$ cat src/rtl/regfile_wb_queue.sv
// Write-back queue for the 32x64 register file: buffers ALU/load results, drains one per cycle,
// and tracks per-register pending writes for decode stalls. Define WB_FWD_EN for FWD1/FWD2 ports.
module regfile_wb_queue #(
    parameter int XLEN  = 64,
    parameter int DEPTH = 4,
    parameter int NREG  = 32
) (
    input  logic                     CLK,
    input  logic                     reset_n,
    input  logic                     ALU_V,
    input  logic [4:0]               ALU_DR,
    input  logic [XLEN-1:0]          ALU_DATA,
    output logic                     ALU_RDY,
    input  logic                     MEM_V,
    input  logic [4:0]               MEM_DR,
    input  logic [XLEN-1:0]          MEM_DATA,
    output logic                     MEM_RDY,
    input  logic                     ISSUE_V,
    input  logic [4:0]               ISSUE_DR,
    input  logic [4:0]               SR1,
    input  logic [4:0]               SR2,
    output logic                     STALL,
    output logic [4:0]               DR,
    output logic [XLEN-1:0]          WB_DATA,
    output logic                     ST_REG,
    output logic [$clog2(DEPTH):0]   COUNT
`ifdef WB_FWD_EN
    ,
    output logic                     FWD1_V,
    output logic                     FWD2_V,
    output logic [XLEN-1:0]          FWD1_DATA,
    output logic [XLEN-1:0]          FWD2_DATA
`endif
);
    localparam int PW = $clog2(DEPTH);
    localparam int CW = PW + 1;

    logic [4:0]      fifo_dr_q   [DEPTH];
    logic [4:0]      fifo_dr_d   [DEPTH];
    logic [XLEN-1:0] fifo_data_q [DEPTH];
    logic [XLEN-1:0] fifo_data_d [DEPTH];
    logic [PW-1:0]   wr_ptr_q, wr_ptr_d, rd_ptr_q, rd_ptr_d;
    logic [CW-1:0]   count_q, count_d;
    logic [NREG-1:0] pending_q, pending_d;
    logic            st_reg_q, st_reg_d;
    logic [4:0]      dr_q, dr_d;
    logic [XLEN-1:0] wb_data_q, wb_data_d;

    logic [CW-1:0]   free;
    logic [PW-1:0]   alu_slot;
    logic            mem_store, alu_store, pop;
    logic            fwd1, fwd2;

    always_comb begin
        free      = CW'(DEPTH) - count_q;
        MEM_RDY   = (free >= CW'(1));
        ALU_RDY   = MEM_V ? (free >= CW'(2)) : (free >= CW'(1));
        mem_store = MEM_V & MEM_RDY & (MEM_DR != '0);
        alu_store = ALU_V & ALU_RDY & (ALU_DR != '0);
        pop       = (count_q != '0) | mem_store | alu_store;
        alu_slot  = wr_ptr_q + PW'(mem_store);

        fifo_dr_d   = fifo_dr_q;
        fifo_data_d = fifo_data_q;
        if (mem_store) begin
            fifo_dr_d[wr_ptr_q]   = MEM_DR;
            fifo_data_d[wr_ptr_q] = MEM_DATA;
        end
        if (alu_store) begin
            fifo_dr_d[alu_slot]   = ALU_DR;
            fifo_data_d[alu_slot] = ALU_DATA;
        end
        wr_ptr_d = wr_ptr_q + PW'(mem_store) + PW'(alu_store);
        rd_ptr_d = rd_ptr_q + PW'(pop);
        count_d  = count_q + CW'(mem_store) + CW'(alu_store) - CW'(pop);

        // Head is read from the post-write array: when empty, rd_ptr==wr_ptr, so the
        // first incoming result bypasses straight to the write port in the same edge.
        st_reg_d  = pop;
        dr_d      = dr_q;
        wb_data_d = wb_data_q;
        if (pop) begin
            dr_d      = fifo_dr_d[rd_ptr_q];
            wb_data_d = fifo_data_d[rd_ptr_q];
        end

        pending_d = pending_q;
        if (st_reg_q) pending_d[dr_q] = 1'b0;
        if (ISSUE_V && (ISSUE_DR != '0)) pending_d[ISSUE_DR] = 1'b1;
        pending_d[0] = 1'b0;

`ifdef WB_FWD_EN
        fwd1 = st_reg_q & (SR1 == dr_q) & (SR1 != '0);
        fwd2 = st_reg_q & (SR2 == dr_q) & (SR2 != '0);
`else
        fwd1 = 1'b0;
        fwd2 = 1'b0;
`endif
        STALL = ((SR1 != '0) & pending_q[SR1] & ~fwd1) |
                ((SR2 != '0) & pending_q[SR2] & ~fwd2);
    end

    always_ff @(posedge CLK or negedge reset_n) begin
        if (!reset_n) begin
            for (int unsigned i = 0; i < DEPTH; i++) begin
                fifo_dr_q[i]   <= '0;
                fifo_data_q[i] <= '0;
            end
            wr_ptr_q  <= '0;
            rd_ptr_q  <= '0;
            count_q   <= '0;
            pending_q <= '0;
            st_reg_q  <= 1'b0;
            dr_q      <= '0;
            wb_data_q <= '0;
        end else begin
            fifo_dr_q   <= fifo_dr_d;
            fifo_data_q <= fifo_data_d;
            wr_ptr_q    <= wr_ptr_d;
            rd_ptr_q    <= rd_ptr_d;
            count_q     <= count_d;
            pending_q   <= pending_d;
            st_reg_q    <= st_reg_d;
            dr_q        <= dr_d;
            wb_data_q   <= wb_data_d;
        end
    end

    assign DR      = dr_q;
    assign WB_DATA = wb_data_q;
    assign ST_REG  = st_reg_q;
    assign COUNT   = count_q;

`ifdef WB_FWD_EN
    assign FWD1_V    = fwd1;
    assign FWD2_V    = fwd2;
    assign FWD1_DATA = wb_data_q;
    assign FWD2_DATA = wb_data_q;
`endif

endmodule

$ cat config.mk
export PLATFORM = sky130hd
export DESIGN_NAME = regfile_wb_queue
export DESIGN_NICKNAME = d
export VERILOG_FILES = /design/src/rtl/regfile_wb_queue.sv
export SDC_FILE = /design/constraint.sdc
export NUM_CORES = 1
export LEC_CHECK = 0
export CORE_MARGIN = 3
export CORE_UTILIZATION = 50
export CTS_BUF_LIST = sky130_fd_sc_hd__clkbuf_16
export CTS_CLUSTER_DIAMETER = 200
export DETAILED_ROUTE_END_ITERATION = 8
export PLACE_DENSITY = 0.73
export RECOVER_POWER = 100
export SLEW_MARGIN = 20
export SYNTH_ARGS = -nofsm -noshare
export SYNTH_HDL_FRONTEND = slang
export SYNTH_SLANG_ARGS = --single-unit
$ cat constraint.sdc
create_clock -name CLK -period 4.1 [get_ports CLK]
set_input_delay 0.82 -clock CLK [delete_from_list [all_inputs] [get_ports CLK]]
set_output_delay 0.82 -clock CLK [all_outputs]
set_load 0.005 [all_outputs]
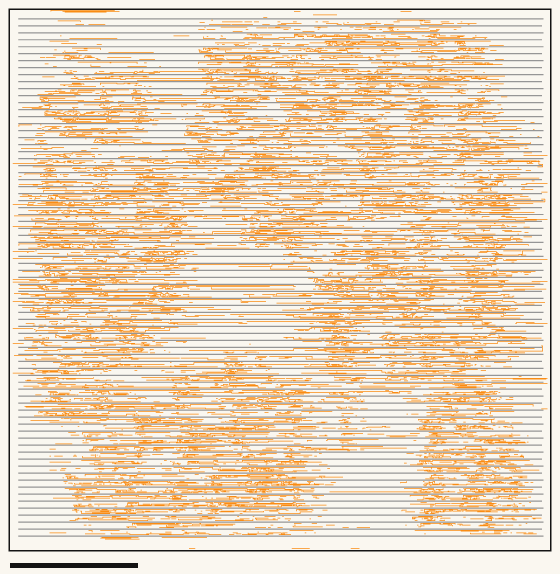
Fig. 1. Metal 1.
Scale bar: 50 microns. Supply wires on this layer in grey.
wire length on this layer: 26.2 mm
main direction: horizontal

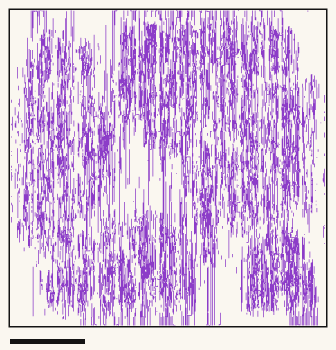
Fig. 2. M2 wires.
Scale bar: 50 microns.
share of all routed wire: 49%
main direction: vertical

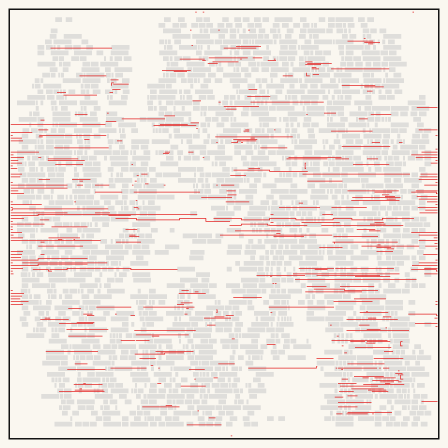
Fig. 3. Signal wires on met3.
longest straight run: 78.0 microns
wire length on this layer: 4,150 microns
share of all routed wire: 6.7%
via count: 16.94k
routed wire length: 62,190 microns
met3 usage: 4.777%

==> flow_metrics.env <==
# implementation run metrics
export IMPL_synth_cells=1903
export IMPL_drt_met1_wl_microns=26160
export IMPL_wl_per_cell_microns=23.24
export IMPL_violations="max-capacitance violations, max-slew violations"
export IMPL_gr_usage_met1_pct=37.23
export IMPL_cp_startpoint="SR1[0]"
export IMPL_hold_path_class="flip-flop to flip-flop"
export IMPL_synth_top_area_share_pct=46.12
export IMPL_top_cells_by_area="dfrtp_1 46%, mux2_2 15%, mux2i_1 6.9%"
export IMPL_ctsHtreeMaxLevel=2
export IMPL_irDropWorstVdd_mv=0.6125
export IMPL_cp_slowest_cell="clkdlybuf4s50_1"
export IMPL_comb_area_sq_um=10470
export IMPL_core_area_sq_um=41020
export IMPL_hold_start="WB_DATA[12]"
export IMPL_aoi_share_pct=16.90
export IMPL_hold_viol=0
export IMPL_met3WireLength_microns=4146
export IMPL_dp_cells=2592
export IMPL_final_cell_area_sq_um=25460
export IMPL_worst_path_stages=6
export IMPL_finalCritPeriodShare_pct=97.73
export IMPL_top_power_group="combinational cells"
export IMPL_buffer_area_share_pct=12.90
export IMPL_ff_type="dfrtp_1"
export IMPL_final_max_slew_viol_count=100
export IMPL_syn_area_per_cell_sq_um=10.95
export IMPL_num_io_pins=234
export IMPL_critical_path_class="input port to output port"
export IMPL_clk_pin_slew_ns=0.05
export IMPL_yosys_top_cells_count="384 x dfrtp_1, 273 x mux2_2, 146 x nor2_1, 144 x mux2i_1, 140 x a21oi_1"
export IMPL_yosys_area_share_simple_pct=8.665
export IMPL_comb_cells=1347
export IMPL_power_sequential_uw=6690
export IMPL_p_seq_share_pct=30.0
export IMPL_cts_sinks=384
export IMPL_setup_ws_ns=0.09296
export IMPL_gp_congestion=0.8595
export IMPL_ys_chip_area_sq_um=20840
export IMPL_postSynth_asyncResetShare_pct=100.0
export IMPL_skew_ns=0.03342
export IMPL_topCombFamilyByArea="multiplexers"
export IMPL_max_freq_ghz=0.2496
export IMPL_postPlaceCellArea_sq_um=24210
export IMPL_most_common_cell="dfrtp_1"
export IMPL_leakage_uw=0.01111
export IMPL_synthesis_nets=2071
export IMPL_grt_pass1_wl_microns=97590
export IMPL_mux_area_share_pct=23.51
export IMPL_register_area_sq_um=9609
export IMPL_slowest_delay_ns=0.66
export IMPL_comb_share_pct=41.10
export IMPL_top_area_cell_class="multi-input combinational cells"
export IMPL_swShare_pct=39.15
export IMPL_required_ns=3.28
export IMPL_final_cells=2676
export IMPL_clockBufferDepth=3
export IMPL_use_met2_pct=45.87
export IMPL_r2r_slack_ns=0.23
export IMPL_firstDrtPassIters=5
export IMPL_synth_seq_cells=384
export IMPL_num_antenna_cells=4
export IMPL_largest_register="fifo_data_q"
export IMPL_grt_max_degree=103
export IMPL_n_all_buffers=316
export IMPL_min_path_cells=2
export IMPL_worst_setup_path_end_kind="output port"
export IMPL_tool_warnings=30
export IMPL_p_switching_uw=8745
export IMPL_post_cts_buffers=0
export IMPL_crit_family="multiplexers"
export IMPL_highest_layer="met5"
export IMPL_comb_power_uw=11800
export IMPL_r2r_cells=12
export IMPL_io_buffers=233
export IMPL_hold_buffers=0
export IMPL_wl_met2_microns=30230
export IMPL_fp_row_count=74
export IMPL_fin_util_pct=62.08
export IMPL_die_y_microns=210.1
export IMPL_pwr_share_comb_pct=53.0
export IMPL_internal_power_uw=13590
export IMPL_antenna_left=0
export IMPL_cp_endpoint="STALL"
export IMPL_drt_iter0_markers=1400
export IMPL_edf_count=0
export IMPL_dp_hpwl_microns=38010
export IMPL_die_area_sq_um=44160
export IMPL_reg2reg_from="COUNT[1]"
export IMPL_status="finished with violations"
export IMPL_power_density_nw_per_um2=877.4
export IMPL_drcViolationCount=0
export IMPL_hold_end="WB_DATA[12]"
export IMPL_ys_sh_adder_pct=0.6726
export IMPL_power_uw=22340
export IMPL_cp_arrival_ns=3.19
export IMPL_cts_root_buf="clkbuf_16"
export IMPL_track_usage_pct=27.75
export IMPL_final_min_clock_period_ns=4.007
export IMPL_r2r_end="WB_DATA[62]"
export IMPL_cts_buffers=45
export IMPL_fp_utilization_pct=50.80
export IMPL_layout_top_cell="dfrtp_1"
export IMPL_yosysTopAreaCell="dfrtp_1"
export IMPL_path_cells="clkdlybuf4s50_1 -> mux4_2 -> mux4_2 -> mux2i_1 -> nand2_1 -> clkdlybuf4s50_1"
export IMPL_clk_latency_ns=0.59
export IMPL_worst_pin_slew_ns=2.755
export IMPL_cp_num_buf_inv=2
export IMPL_ys_sh_xor_pct=0.2942
export IMPL_maxCapViolations=1
export IMPL_die_x_microns=210.1
export IMPL_startpoint_type="input port"
export IMPL_n_clock_buffer=45
export IMPL_grt_busiest_layer="met2"
export IMPL_ys_seq_share_pct=46.12
export IMPL_layout_top_cells="384 x dfrtp_1, 226 x mux2_2, 155 x clkdlybuf4s50_1"
export IMPL_fin_tns_setup_ns=0
export IMPL_first_global_vias=17260
export IMPL_vias_per_cell=6.329
export IMPL_grt_overflow_total=0
export IMPL_cts_tree="built"
export IMPL_antenna_found_initial=7
export IMPL_cts_resized=0
export IMPL_syn_area_sq_um=20840
export IMPL_p_clk_share_pct=17.1
export IMPL_area_growth_pct=22.20
export IMPL_largest_reg_flops=256
export IMPL_taps=532
export IMPL_drive_above_1_share_pct=18.32
export IMPL_seq_share_pct=37.74
export IMPL_holdWs_ns=0.4850
export IMPL_nNonClkInverters=13
export IMPL_slew_headroom_pct=-83.67
export IMPL_clock_area_share_pct=5.410
export IMPL_setup_viol=0
export IMPL_cp_max_fo=5
export IMPL_fillers=3313
export IMPL_ff_count=384
export IMPL_rsz0062_at_grt="no"
export IMPL_clk_power_uw=3810
